==> src/rtl/spi_master.sv <==
// Mode-0 SPI master, 8-bit MSB-first full duplex to one of three slaves; done at 18*CLK_DIV+1 cycles after start.
// Start is ignored while busy (no queueing); select index 3 is rejected outright.
module spi_master #(
  parameter int CLK_DIV = 4
) (
  input  logic       clk,
  input  logic       rst_n,
  input  logic       start,
  input  logic [1:0] slave_sel,
  input  logic [7:0] tx_data,
  input  logic       miso,
  output logic       sclk,
  output logic [2:0] ss,
  output logic       mosi,
  output logic [7:0] rx_data,
  output logic       busy,
  output logic       done
);

  localparam int CW = $clog2(CLK_DIV);
  localparam logic [CW-1:0] CNT_MAX = CW'(CLK_DIV - 1);

  typedef enum logic [1:0] {IDLE, SETUP, XFER, HOLD} state_t;

  state_t        state, state_nxt;
  logic [CW-1:0] cnt;
  logic [3:0]    phase;
  logic [6:0]    tx_sr;
  logic [7:0]    rx_sr;
  logic          phase_end;
  logic          accept;

  logic          sclk_nxt, mosi_nxt, busy_nxt, done_nxt;
  logic [2:0]    ss_nxt;
  logic          load_tx, shift_tx, sample_rx, load_rx;

  assign phase_end = (cnt == CNT_MAX);
  assign accept    = (state == IDLE) && start && (slave_sel != 2'd3);

  always_ff @(posedge clk or negedge rst_n) begin
    if (!rst_n) state <= IDLE;
    else        state <= state_nxt;
  end

  always_comb begin
    state_nxt = state;
    case (state)
      IDLE:    if (accept) state_nxt = SETUP;
      SETUP:   if (phase_end) state_nxt = XFER;
      XFER:    if (phase_end && phase == 4'd15) state_nxt = HOLD;
      HOLD:    if (phase_end) state_nxt = IDLE;
      default: state_nxt = IDLE;
    endcase
  end

  // XFER spans 16 half-periods: sclk is high in even phases, and the final
  // low phase (15) plus HOLD give the 2*CLK_DIV tail before ss releases.
  always_comb begin
    sclk_nxt  = sclk;
    ss_nxt    = ss;
    mosi_nxt  = mosi;
    busy_nxt  = busy;
    done_nxt  = 1'b0;
    load_tx   = 1'b0;
    shift_tx  = 1'b0;
    sample_rx = 1'b0;
    load_rx   = 1'b0;
    case (state)
      IDLE: begin
        if (accept) begin
          ss_nxt   = ~(3'b001 << slave_sel);
          busy_nxt = 1'b1;
          mosi_nxt = tx_data[7];
          sclk_nxt = 1'b0;
          load_tx  = 1'b1;
        end
      end
      SETUP: begin
        if (phase_end) begin
          sclk_nxt  = 1'b1;
          sample_rx = 1'b1;
        end
      end
      XFER: begin
        if (phase_end && phase != 4'd15) begin
          sclk_nxt = ~sclk;
          if (sclk) begin
            if (phase != 4'd14) begin
              mosi_nxt = tx_sr[6];
              shift_tx = 1'b1;
            end
          end else begin
            sample_rx = 1'b1;
          end
        end
      end
      HOLD: begin
        if (phase_end) begin
          ss_nxt   = 3'b111;
          busy_nxt = 1'b0;
          mosi_nxt = 1'b0;
          done_nxt = 1'b1;
          load_rx  = 1'b1;
        end
      end
      default: begin
        sclk_nxt = 1'b0;
        ss_nxt   = 3'b111;
        mosi_nxt = 1'b0;
        busy_nxt = 1'b0;
      end
    endcase
  end

  always_ff @(posedge clk or negedge rst_n) begin
    if (!rst_n) begin
      cnt     <= '0;
      phase   <= 4'd0;
      tx_sr   <= 7'd0;
      rx_sr   <= 8'd0;
      sclk    <= 1'b0;
      ss      <= 3'b111;
      mosi    <= 1'b0;
      busy    <= 1'b0;
      done    <= 1'b0;
      rx_data <= 8'd0;
    end else begin
      sclk <= sclk_nxt;
      ss   <= ss_nxt;
      mosi <= mosi_nxt;
      busy <= busy_nxt;
      done <= done_nxt;

      if (state == IDLE || phase_end) cnt <= '0;
      else                            cnt <= cnt + CW'(1);

      if (state != XFER)  phase <= 4'd0;
      else if (phase_end) phase <= phase + 4'd1;

      // Bit 7 goes straight to mosi on accept, so only bits 6..0 are kept.
      if (load_tx)       tx_sr <= tx_data[6:0];
      else if (shift_tx) tx_sr <= {tx_sr[5:0], 1'b0};

      if (load_tx)        rx_sr <= 8'd0;
      else if (sample_rx) rx_sr <= {rx_sr[6:0], miso};

      if (load_rx) rx_data <= rx_sr;
    end
  end

endmodule

==> config.mk <==
export PLATFORM = sky130hd
export DESIGN_NAME = spi_master
export DESIGN_NICKNAME = d
export VERILOG_FILES = /design/src/rtl/spi_master.sv
export SDC_FILE = /design/constraint.sdc
export NUM_CORES = 1
export LEC_CHECK = 0
export CORE_MARGIN = 5
export CORE_UTILIZATION = 45
export CTS_BUF_LIST = sky130_fd_sc_hd__clkbuf_16
export DETAILED_ROUTE_END_ITERATION = 10
export PLACE_DENSITY_LB_ADDON = 0.25
export SLEW_MARGIN = 20
export SYNTH_ARGS = -nofsm -noshare
export SYNTH_HDL_FRONTEND = slang
export SYNTH_SLANG_ARGS = --single-unit
==> constraint.sdc <==
create_clock -name clk -period 2.4 [get_ports clk]
set_clock_uncertainty 0.15 [all_clocks]
set_input_delay 0.36 -clock clk [delete_from_list [all_inputs] [get_ports clk]]
set_output_delay 0.36 -clock clk [all_outputs]
set_load 0.005 [all_outputs]
==> PnR_summary.wiki, run 1 <==
== Flow metrics ==
{| class="wikitable"
! Metric !! Value
|-
| Number of unique standard cell types used by synthesis || 40
|-
| Number of antenna-violating nets in the routed design || 0
|-
| Switching pwr || a little under 800 uW
|-
| Stages on worst setup path || 6
|-
| Die height || 74.1 um
|-
| CP cell instances || inv_1 > ha_1 > nor3_1 > nor2_1 > a221oi_2 > mux2_2
|-
| Chip area || 0.00549 sq mm
|-
| Cell Area, Synth || ~0.0019 sq mm
|-
| Kind of start point of the critical path || register
|-
| Post-Route M1 WL || approximately 1500 um
|-
| Master of the slowest instance on the critical path || sky130_fd_sc_hd__dfrtp_1
|-
| Met2 wire length || 1600 um
|-
| Critical path origin || state[0]
|-
| Unrepaired setup endpoints after global routing || no
|-
| Post_cts resized || 0
|-
| Signed area change from the synthesized netlist to the final layout || 26.0%
|-
| Post-Place Cell Area || 0.00214 sq mm
|-
| Core area || approximately 0.0040 sq mm
|-
| Yosys warning tally || 0
|-
| Number of synthesized flops with an enable pin || 0
|-
| Wire length of the first global-routing pass || between 6000 and 7000 um
|-
| Status || finished, final reports clean
|-
| Sum of negative setup slack || 0 ns
|-
| Final hold violation count || 0
|-
| Power share of the combinational group || 0.337
|-
| Final critical path time including I/O delays and setup || 2.09 ns
|-
| Met1 layer usage reported by global route || 0.163
|-
| Final cycle utilization of the critical path || 0.871
|-
| Total number of clock tree sinks || 38
|-
| Setup slack of the most critical reg-to-reg path || slightly above 0.3 ns
|-
| Diode count || 0
|-
| H-tree levels || 2
|-
| Worst endpoint data arrival time || 2.11 ns
|-
| Capturing element type of the critical path || register
|-
| Chip area in the Yosys report || 0.00185 sq mm
|-
| Detailed-route via count || about 1300
|-
| Part of the total power dissipated in the clock network || 0.318
|-
| Number of nets produced by synthesis || roughly 190
|-
| Number of standard-cell rows in the floorplan || 23
|-
| Critical path capture point || state[1]
|-
| Vias per std cell || 5.17
|-
| Yosys top cell by area || sky130_fd_sc_hd__dfrtp_1
|-
| Ratio of total power to cell area || approximately 1100 mW/mm^2
|-
| DPL Wire Length || 2380 um
|-
| Cell area after layout || 0.00233 sq mm
|-
| Share of async-settable or async-resettable flops after synthesis || 1.00
|-
| Clock network power || 831 uW
|-
| Number of top-level pins || 29
|-
| Total internal power || 1.82 mW
|-
| Area share, top type || 0.473
|-
| Cell depth of the worst flop-to-flop path || 6
|-
| Sequential element share of the synthesized area || 0.516
|-
| Number of flip-flops and latches in the synthesized netlist || 38
|-
| RR Endpoint || state[1]
|-
| Overall die width || 74.1 um
|-
| Per-instance average area after synthesis || 11.1 sq um
|-
| GRT overflow || 0
|-
| Actual slew at the worst max-slew pin || 0.814 ns
|-
| Reg power frac || 0.345
|-
| Worst endpoint required time || approximately 2.4 ns
|-
| Final setup violation count || 0
|-
| Setup WS post-layout || ~0.31 ns
|-
| Number of nets in the layout || 216
|-
| Buffer count from post-CTS setup fixing || 0
|-
| Tightest slew margin relative to the limit || 0.458
|-
| Share of post-route cells with drive strength above 1 || 0.143
|-
| Total buffers and inverters traversed by the critical path || 1
|-
| Max Fclk || 478 MHz
|-
| Met3 wire length || 208 um
|-
| Slowest cell delay on critical path || a little over 0.4 ns
|-
| Startpoint of the worst-slack reg-to-reg timing path || state[0]
|-
| Cells taking the most area after synthesis || sky130_fd_sc_hd__dfrtp_1, sky130_fd_sc_hd__mux2_2, sky130_fd_sc_hd__ha_1, sky130_fd_sc_hd__mux2i_1, sky130_fd_sc_hd__dfstp_2
|-
| Place WS || 0.310 ns
|-
| Power consumed by sequential cells || 904 uW
|-
| Residual DRC count || 0
|-
| Total power draw || around 2.6 mW
|-
| Static leakage || 1.07 nW
|-
| Maximum fanout encountered on the critical timing path || 15
|-
| Pin count of the biggest net entering global routing || 39
|-
| Met3 capacity usage during global routing || 0.0486
|-
| Commonest cells after routing, fill and taps aside || sky130_fd_sc_hd__dfrtp_1, sky130_fd_sc_hd__clkdlybuf4s50_1, sky130_fd_sc_hd__nand2_1, sky130_fd_sc_hd__nor2_1, sky130_fd_sc_hd__nand3_1
|-
| Violation tally from detailed-route iteration zero || 132
|-
| Core utilization at floorplan || 0.463
|-
| Worst hold-check path type || input pin to asynchronous set/reset pin
|-
| Total tool warning count || 30
|-
| Post-Route Hold Slack || 0.0287 ns
|-
| Antenna violations before repair || 0
|-
| Overall routed net length || between 3000 and 4000 um
|-
| Max-slew violations || 0
|-
| Worst Path Class, Setup || register to register
|-
| Largest Pwr Group || registers
|-
| Switching fraction of total power || 0.303
|-
| Placed Instances || about 240
|-
| Non-filler cells in the finished layout || 246
|-
| Leading register cell type out of synthesis || sky130_fd_sc_hd__dfrtp_1
|-
| Routability-driven placement congestion ratio || roughly 0.84
|-
| Number of instances in the synthesized netlist || 167
|-
| Number of search-and-repair iterations in the first detailed-routing pass || 4
|-
| Max clock buf depth || 2
|-
| CTS Hold Buffers Added || 0
|-
| Clock root buffer || sky130_fd_sc_hd__clkbuf_16
|-
| Via count of the first global-routing pass || 1356
|-
| CTS clock-pin slew for the worst setup and hold paths || roughly 0.060 ns
|-
| Combined global-route utilization of all metal layers || 0.145
|-
| Skew-Pair Late Insertion Delay || 0.28 ns
|-
| Peak VDD IR || 637 uV
|-
| Number of port buffers || 28
|-
| Top logic cell by instance count in the layout || sky130_fd_sc_hd__dfrtp_1
|-
| Combinational gate power || 882 uW
|-
| Critical path's top delay family || flip-flops
|-
| Top routing layer in use || met4
|-
| TritonCTS buffer count || 5
|-
| Clock tree from TritonCTS || done
|-
| Largest registers || rx_data (8), rx_sr (8), tx_sr (7)
|-
| Total of max-cap violations || 0
|-
| Cell count listed in synth_stat.txt || roughly 170
|}
## run 1: cells in the mapped netlist, drive strengths merged, types with 2 or more instances
cell type and count:
o21ai 10, dfrtp 35, o211ai 2, nand4 2, inv 7, nor2 13
nor3b 2, mux2 10, a21oi 9, xnor2 2, ha 7, nand2 15
nor3 3, dfstp 3, mux2i 8, and2 5, buf 7, nand3 11
## run 1: area by class of cell
type,instances,area [sq um]
well taps,50,62.6
inverters,7,26.3
repair buffers,29,283
multi-input cells,114,816
fillers,350,1670
flip-flops and latches,38,955
clock buffers,5,125
clock inverters,3,63.8
## run 1: cells by family after synthesis
logic type               synth area share
multiplexers                        0.104
XOR/XNOR                           0.0142
buffers and inverters              0.0433
flip-flops                          0.516
adder cells (fa/ha/maj)            0.0473
AND-OR/OR-AND                       0.126
AND/OR/NAND/NOR                     0.149
**Run 1: track usage over the die**

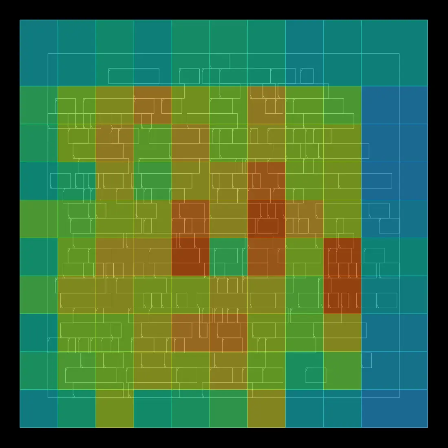
routed len/inst: 13.7 um
final core utilization: 0.583
global routing met2 resource utilization: 0.247
GR peak layer: met2

**Run 1: the metal 2 layer**

Bar = 20 um. Cells faint in the background.
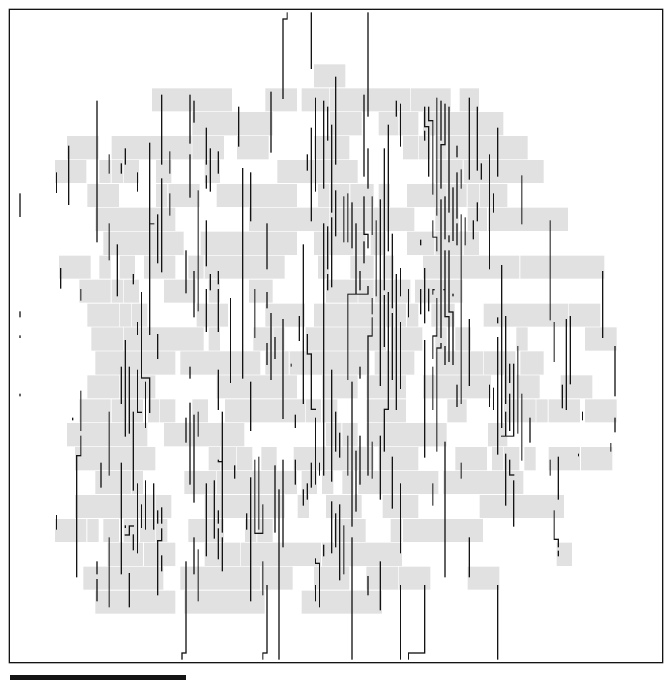
main direction: vertical
wire length on this layer: 1600 um

**Run 1: met1 routing**

Bar = 20 um. Supply wires on this layer in gray. Cells faint in the background.
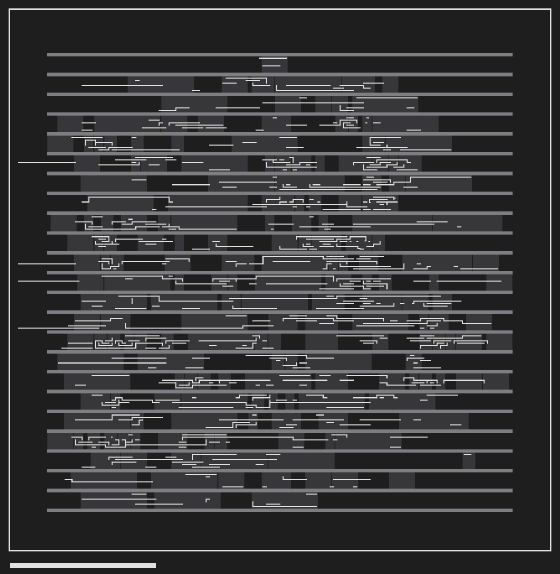
wire length on this layer: 1530 um
longest straight run: 16.1 um
nets with wire on the layer: 186
share of all routed wire: 45%

**Run 1: close-up of the layout**

Bar = 10 um. Region (17, 2) to (57, 42) um. Cells in gray, sequential cells in the stronger gray; small squares are vias.
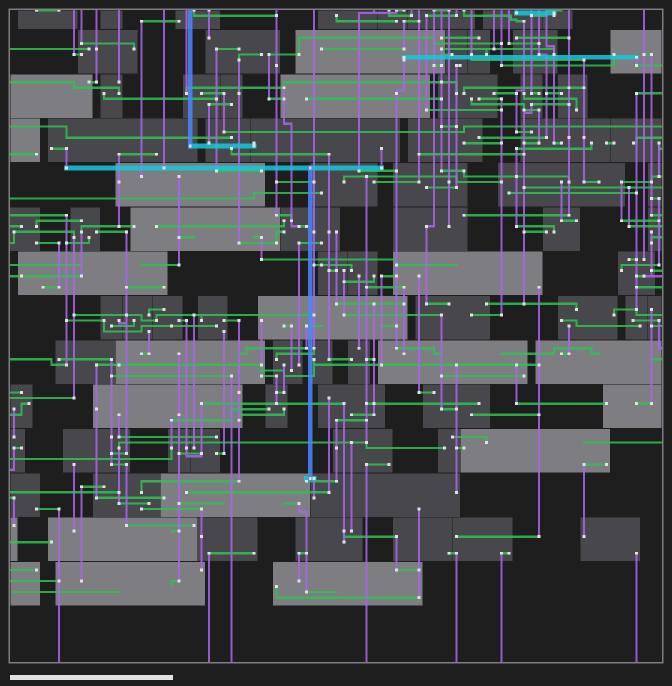

==> inputs of run 2 (changes only) <==
--- a/config.mk
+++ b/config.mk
@@ -5,6 +5,7 @@
 export SDC_FILE = /design/constraint.sdc
 export NUM_CORES = 1
 export LEC_CHECK = 0
+export ABC_CLOCK_PERIOD_IN_PS = 2000
 export CORE_MARGIN = 5
 export CORE_UTILIZATION = 45
 export CTS_BUF_LIST = sky130_fd_sc_hd__clkbuf_16
==> constraint.sdc (replaced) <==
create_clock -name clk -period 2 [get_ports clk]
set_clock_uncertainty 0.15 [all_clocks]
set_input_delay 0.3 -clock clk [delete_from_list [all_inputs] [get_ports clk]]
set_output_delay 0.3 -clock clk [all_outputs]
set_load 0.005 [all_outputs]
**Run 2: close-up of the layout**

Bar = 10 um. Region (17, 2) to (57, 42) um. Cells in gray, sequential cells in the stronger gray; small squares are vias.
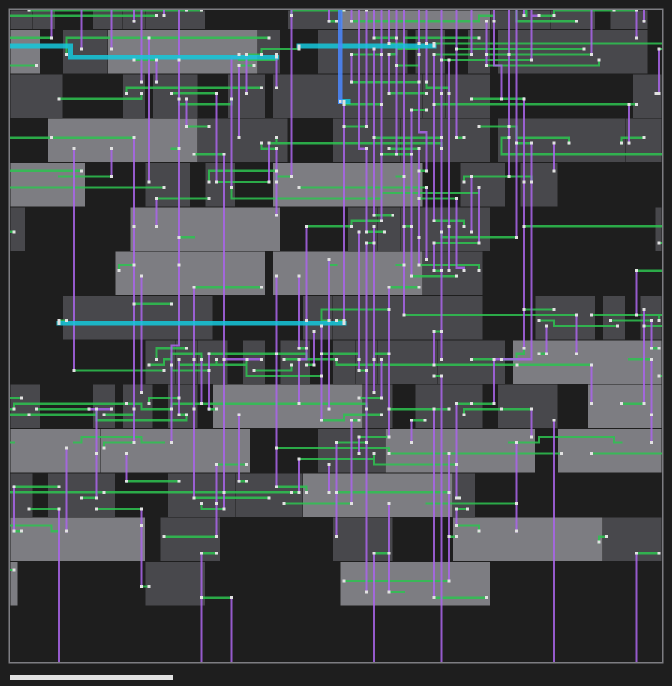
legend:
  blue:
    layer: M4
  cyan:
    layer: M3
  purple:
    layer: M2
  green:
    layer: M1
sequential cells in the window: 17
cells with their middle in the window: 74
most frequent: dfrtp_1 (16), nand2_1 (7), clkdlybuf4s50_1 (7)
netlist names of flops here include: rx_data (6), rx_sr (5), cnt (2)

==> run 2 against run 1 <==
Non-clock buffer count increased by 10. Clock power fell by 12%. Worst setup slack worse by 0.22 ns. Global-route usage up 0.15 points. Count of clock-buffer cells in the layout did not move. Sequential power increased by about 20%. Flip-flop count did not move. Critical path type unchanged. Critical endpoint unchanged. Largest cell class unchanged. Largest power group is now combinational cells. Highest routed layer unchanged.
==> PnR_summary.wiki, run 2 <==
== Flow metrics ==
{| class="wikitable"
! Metric !! Value
|-
| Combinational gate power || 1.17 mW (was 882 uW)
|-
| Area taken by flip-flops and latches || 955 sq um (unchanged)
|-
| Number of port buffers || 28 (unchanged)
|-
| Comb/total area || 0.352 (was 0.350)
|-
| Worst hold-check path type || register to register (was input pin to asynchronous set/reset pin)
|-
| FFs & Latches || 38 (unchanged)
|-
| Core utilization at floorplan || 0.463 (unchanged)
|-
| Final critical path time including I/O delays and setup || 1.91 ns (was 2.09 ns)
|-
| Clock root buffer || sky130_fd_sc_hd__clkbuf_16 (unchanged)
|-
| Area fraction in compound gates after synthesis || 0.126 (unchanged)
|-
| Master of the slowest instance on the critical path || sky130_fd_sc_hd__dfrtp_1 (unchanged)
|-
| Routability-driven placement congestion ratio || 0.814 (was 0.839)
|-
| Largest Pwr Group || combinational cells (was registers)
|-
| Chip area || 0.00549 sq mm (unchanged)
|-
| H-tree levels || 2 (unchanged)
|-
| Power share of the combinational group || 0.390 (was 0.337)
|-
| Signed area change from the synthesized netlist to the final layout || 28.4% (was 26.0%)
|-
| Leading register cell type out of synthesis || sky130_fd_sc_hd__dfrtp_1 (unchanged)
|-
| CP cell instances || inv_1 > ha_4 > nor3_1 > nor2_1 > a221oi_2 > mux2_2 (was inv_1 > ha_1 > nor3_1 > nor2_1 > a221oi_2 > mux2_2)
|-
| Yosys warning tally || 0 (unchanged)
|-
| Share of async-settable or async-resettable flops after synthesis || 1.00 (unchanged)
|-
| Commonest cells after routing, fill and taps aside || sky130_fd_sc_hd__dfrtp_1, sky130_fd_sc_hd__clkdlybuf4s50_1, sky130_fd_sc_hd__nand2_1, sky130_fd_sc_hd__nor2_1, sky130_fd_sc_hd__nand3_1 (unchanged)
|-
| Setup WS post-layout || 0.0947 ns (was 0.310 ns)
|-
| Kind of start point of the critical path || register (unchanged)
|-
| Number of instances in the synthesized netlist || 167 (unchanged)
|-
| Residual DRC count || 0 (unchanged)
|-
| Switching pwr || 980 uW (was 793 uW)
|-
| Capturing element type of the critical path || register (unchanged)
|-
| Overall routed net length || 3530 um (was 3380 um)
|-
| Number of unique standard cell types used by synthesis || 40 (unchanged)
|-
| Total of max-cap violations || 0 (unchanged)
|-
| Cells taking the most area after synthesis || sky130_fd_sc_hd__dfrtp_1, sky130_fd_sc_hd__mux2_2, sky130_fd_sc_hd__ha_1, sky130_fd_sc_hd__mux2i_1, sky130_fd_sc_hd__dfstp_2 (unchanged)
|-
| Post_cts resized || 1 (was 0)
|-
| Total number of clock tree sinks || 38 (unchanged)
|-
| Tightest slew margin relative to the limit || 0.680 (was 0.458)
|-
| Number of antenna-violating nets in the routed design || 0 (unchanged)
|-
| Ratio of total power to cell area || 1260 mW/mm^2 (was 1120 mW/mm^2)
|-
| Post-Route Hold Slack || 0.290 ns (was 0.0287 ns)
|-
| Buffer count from post-CTS setup fixing || 0 (unchanged)
|-
| Maximum fanout encountered on the critical timing path || 10 (was 15)
|-
| Cell depth of the worst flop-to-flop path || 6 (unchanged)
|-
| Max-slew violations || 0 (unchanged)
|-
| CTS clock-pin slew for the worst setup and hold paths || 0.06 ns (about the same)
|-
| Filler Cell Count || 323 (was 350)
|-
| Seq area share || 0.402 (was 0.410)
|-
| Top cell class by occupied area || sequential cells (unchanged)
|-
| Worst endpoint required time || 2.01 ns (was 2.42 ns)
|-
| Reg power frac || 0.367 (was 0.345)
|-
| Share of synthesized cell area in and, or, nand and nor gates || 0.149 (unchanged)
|-
| Clock network power || 728 uW (was 831 uW)
|-
| Total internal power || 2.02 mW (was 1.82 mW)
|-
| Die height || 74.1 um (unchanged)
|-
| Clock tree from TritonCTS || done (unchanged)
|-
| Final hold violation count || 0 (unchanged)
|-
| Main logic family || simple AND/OR/NAND/NOR gates (unchanged)
|-
| Cell Area, Synth || 0.00185 sq mm (unchanged)
|-
| Final core utilization || 0.594 (was 0.583)
|-
| Largest registers || rx_data (8), rx_sr (8), tx_sr (7) (unchanged)
|-
| Number of synthesized flops with an enable pin || 0 (unchanged)
|-
| CTS Hold Buffers Added || 1 (was 0)
|-
| Max Fclk || 525 MHz (was 478 MHz)
|-
| Top logic cell by instance count in the layout || sky130_fd_sc_hd__dfrtp_1 (unchanged)
|-
| RR Endpoint || state[1] (unchanged)
|-
| Max clock buf depth || 2 (unchanged)
|-
| Pin count of the biggest net entering global routing || 39 (unchanged)
|-
| Worst endpoint data arrival time || 1.92 ns (was 2.11 ns)
|-
| Slowest cell delay on critical path || 0.41 ns (about the same)
|-
| Total buffers and inverters traversed by the critical path || 1 (unchanged)
|-
| Vias per std cell || 5.15 (was 5.17)
|-
| Adder share || 0.0473 (unchanged)
|-
| Per-instance average area after synthesis || 11.1 sq um (unchanged)
|-
| Combined global-route utilization of all metal layers || 0.147 (was 0.145)
|-
| Global routing met2 resource utilization || 0.245 (was 0.247)
|-
| Violation tally from detailed-route iteration zero || 59 (was 132)
|-
| Leading post-synthesis cells by instance count || sky130_fd_sc_hd__dfrtp_1, sky130_fd_sc_hd__nand2_1, sky130_fd_sc_hd__nor2_1 (unchanged)
|-
| Number of nets produced by synthesis || 188 (unchanged)
|-
| Number of well-tap cells placed || 50 (unchanged)
|-
| Sequential element share of the synthesized area || 0.516 (unchanged)
|-
| Final cycle utilization of the critical path || 0.953 (was 0.871)
|-
| Status || finished, final reports clean (unchanged)
|-
| Met3 capacity usage during global routing || 0.0473 (was 0.0486)
|-
| Chip area in the Yosys report || 0.00185 sq mm (unchanged)
|-
| Static leakage || 1.08 nW (was 1.07 nW)
|-
| Wire length of the first global-routing pass || 6130 um (was 6010 um)
|-
| Switching fraction of total power || 0.327 (was 0.303)
|-
| Inverter tally of the final layout excluding the clock network || 7 (unchanged)
|-
| Unrepaired setup endpoints after global routing || no (unchanged)
|-
| Number of nets in the layout || 226 (was 216)
|-
| Post-synthesis cell type with the largest instance count || sky130_fd_sc_hd__dfrtp_1 (unchanged)
|-
| DPL Wire Length || 2500 um (was 2380 um)
|-
| TritonCTS buffer count || 5 (unchanged)
|-
| Part of the total power dissipated in the clock network || 0.243 (was 0.318)
|-
| Met2 wire length || 1750 um (was 1600 um)
|-
| Setup slack of the most critical reg-to-reg path || 0.09 ns (was 0.31 ns)
|-
| Yosys top cell by area || sky130_fd_sc_hd__dfrtp_1 (unchanged)
|-
| Data-path buffer share of cell area in the final layout || 0.152 (was 0.121)
|-
| Number of search-and-repair iterations in the first detailed-routing pass || 4 (unchanged)
|-
| Power consumed by sequential cells || 1.10 mW (was 904 uW)
|-
| Met1 layer usage reported by global route || 0.171 (was 0.163)
|-
| Place WS || -0.00629 ns (was 0.310 ns)
|-
| Startpoint of the worst-slack reg-to-reg timing path || state[0] (unchanged)
|}
==> run 2: cell count changes in the layout (fill, tap and decap cells not counted), sizes merged <==
cell	previous run	this run
buf	2	11
bufinv	2	0
dlygate4sd3	0	1
clkinv	1	3
==> run 2: per-stage QoR <==
step	total power, mW	setup TNS (ns)	area (sq um)	std cells
after floorplan	1.87	0	1850	167
after global placement	2.18	0	2210	247
after detailed placement	2.24	-0.00629	2210	247
after CTS	2.99	0	2360	256
after global routing	3.20	0	2380	256
final	3.00	0	2380	256
==> run 2: worst max path at each step <==
stage,cells past startpoint,to,from
after floorplan,6,state[1],state[0]
after global placement,4,state[1],start
after detailed placement,6,state[1],state[0]
after CTS,4,state[1],cnt[0]
after global routing,6,rx_sr[7],state[1]
final,6,state[1],state[0]
Power and IR drop assume default switching activity.
